Design cacheline_adaptor, sky130hd; sources not shown.
==> images/wires.png <==
Only two layers are drawn.
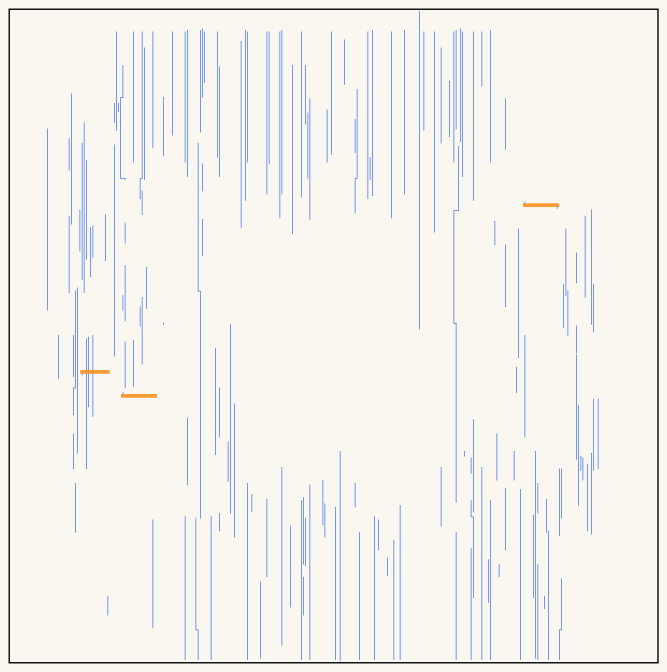
Blue stands for metal 4, wire length 6800 um. Orange stands for metal 5, wire length 38.6 um.
final wirelength: 126000 um
wire per inst: 22.6 um
Overall Global Routing Usage: 31.2%

==> images/layer_met3.png <==
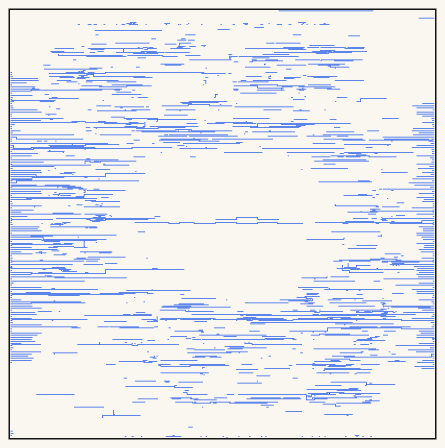
The wires run mostly horizontal. The longest straight run is 79.8 um.
via count: 29767
GR Util met3: 8.43%

==> images/io_placement.png <==
Pins as bars across the die edge, other pins in gray.
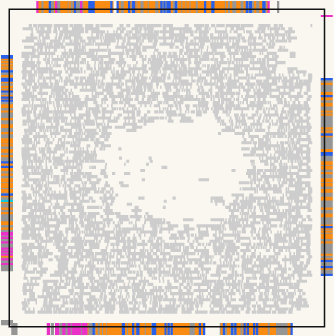
Magenta stands for address_o, pins 32, direction output, edge 18 bottom, 9 left, 4 top, 1 right. Orange stands for line_i, pins 256, direction input, edge 93 top, 79 bottom, 44 left, 40 right. Cyan stands for resp_o, pins 1, direction output, edge left. Blue stands for burst_i, pins 64, direction input, edge 23 top, 21 bottom, 11 left, 9 right.
All pins by edge: 220 bottom, 220 top, 143 left, 129 right.
Buffers on Ports: 701
width of the die: 277 um
die extent in y: 279 um

==> images/flops_by_reg.png <==
Other sequential cells in the stronger gray, the rest of the logic in the fainter gray.
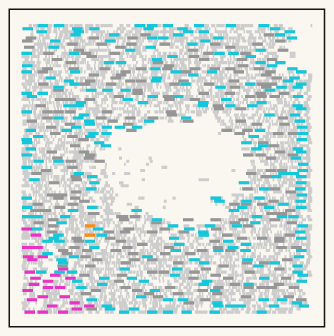
Magenta stands for address_o, placed flops 27, where lower left. Cyan stands for line_o, placed flops 256, where spread over the die. Orange stands for state, placed flops 2.
Another 261 sequential cells are not colored.
sequential cell area share: 36.4%
sequential power: 0.000905 W

==> images/congestion.png <==
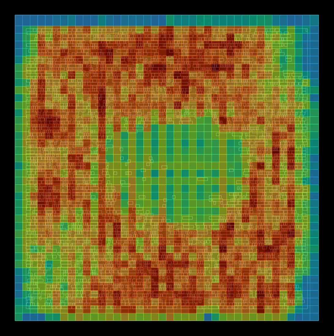
met1 usage: 37.7%
most used routing layer: met2

==> flow_summary_export.csv <==
group,metric,value,unit
outcome,status,"finished clean",
pwr,power-top-group,"combinational cells",
yosys,yosysTopAreaCell,"dfrtp_1",
clock_network,cts_sinks,546,
timing,drv_slew,0,
timing,fin_ws,28380,ps
yosys,synth-xor-area-share,0,%
finish,regArea,13700,sq um
critical_path,endpoint_kind,"output pin",
yosys,synth_area_per_cell,7.02,sq um
yosys,async_reset_ff_share,100,%
pwr,p_seq_share,29.2,%
yosys,ys_cells,4048,
drt,routed-wl-met3,13500,um
finish,lay_top_count,"nand2_1",
yosys,ys_ff,546,
pwr,peakVddDrop,0.0000543,V
yosys,ys.flop_type,"dfrtp_1",
global_route,antenna_found_initial,32,
yosys,synthAdderAreaFrac,0.396,%
hold_path,whs_path_depth,2,
clock_network,cts-htree-levels,3,
drt,drt_iter0_drc,3353,
timing,rsz0062_at_grt,"false",
pwr,clock_net_power,0.000504,W
yosys,ys_seq_share,48.1,%
critical_path,cp.arrival,4740,ps
global_route,grt_pass1_vias,28596,
timing,setup-tns-final,0,ps
drt,drc_errors,0,
timing,fin_crit,13020,ps
pwr,power.share.clock,16.3,%
drt,via_per_inst,5.35,
clock_network,post_cts_buffers,0,
placement,gp_congestion,0.902,
timing,tightest_slew,1410,ps
drt,first_pass_iters,7,
yosys,logic_family,"simple AND/OR/NAND/NOR gates",
drt,ant_nets,0,
finish,layout.nets,4974,
yosys,yosys.area.top_type_share,48.1,%
pwr,power_density,82.4,nW/um^2
critical_path,cp_num_buf_inv,3,
critical_path,reg2regPathDepth,9,
timing,hold_viol_final,0,
timing,min_period_over_period,31.5,%
finish,mi_logic_area,12800,sq um
yosys,mux_area_share,0,%
pwr,combPwrFrac,54.5,%
finish,layout_top_cells,"nand2_1, clkdlybuf4s50_1, dfrtp_1",
pwr,p_comb,0.00169,W
clock_network,worstSkewPairLatency,700,ps
yosys,ys_sh_simple,34.9,%
pwr,switchingPower,0.00150,W
floorplan,rows,94,
placement,pre_cts_slack,29250,ps
clock_network,clkSlewWorstSetupHoldPaths,60,ps
critical_path,critPathKind,"reg2out",
drt,drt-met1-wl,47000,um
clock_network,cts_inserted_buffers,97,
critical_path,crit_chain,"buf_4 -> buf_4 -> nor2_1 -> nor2_1 -> o21ai_0 -> a21oi_1 -> clkdlybuf4s50_1",
flow_run,maxCapViolations,0,
critical_path,required,33120,ps
yosys,aoi_share,9.57,%
timing,max_freq,76.8,MHz
yosys,enable_flop_cells,0,
global_route,grt_use_met2,49.4,%
drt,wl_met2,58600,um
clock_network,clk_path_buf_depth,3,
flow_run,tool_warnings,48,
critical_path,crit_slowest_cell,"dfrtp_4",
cell type report:
class / instances / area share [%]
antenna: 29 / 0.193
clock buffer: 122 / 4.47
clock inverter: 44 / 0.546
inverter: 175 / 1.79
multi-input combinational: 3046 / 34.1
sequential: 546 / 36.4
tap: 864 / 2.88
timing repair buffer: 742 / 19.6
through the flow:
step | instance area (sq um) | hold WS [ps] | total power [W] | util [%] | instances
after global placement | 35600 | 456 | 0.00255 | 54.3 | 5373
after detailed placement | 35600 | 460 | 0.00257 | 54.3 | 5373
after global routing | 37600 | 490 | 0.00327 | 57.3 | 5568
after floorplan | 28400 | 444 | 0.00183 | - | 4052
after CTS | 37500 | 475 | 0.00308 | 57.1 | 5539
final | 37600 | 473 | 0.00310 | 57.3 | 5568
Power and IR drop assume default switching activity.
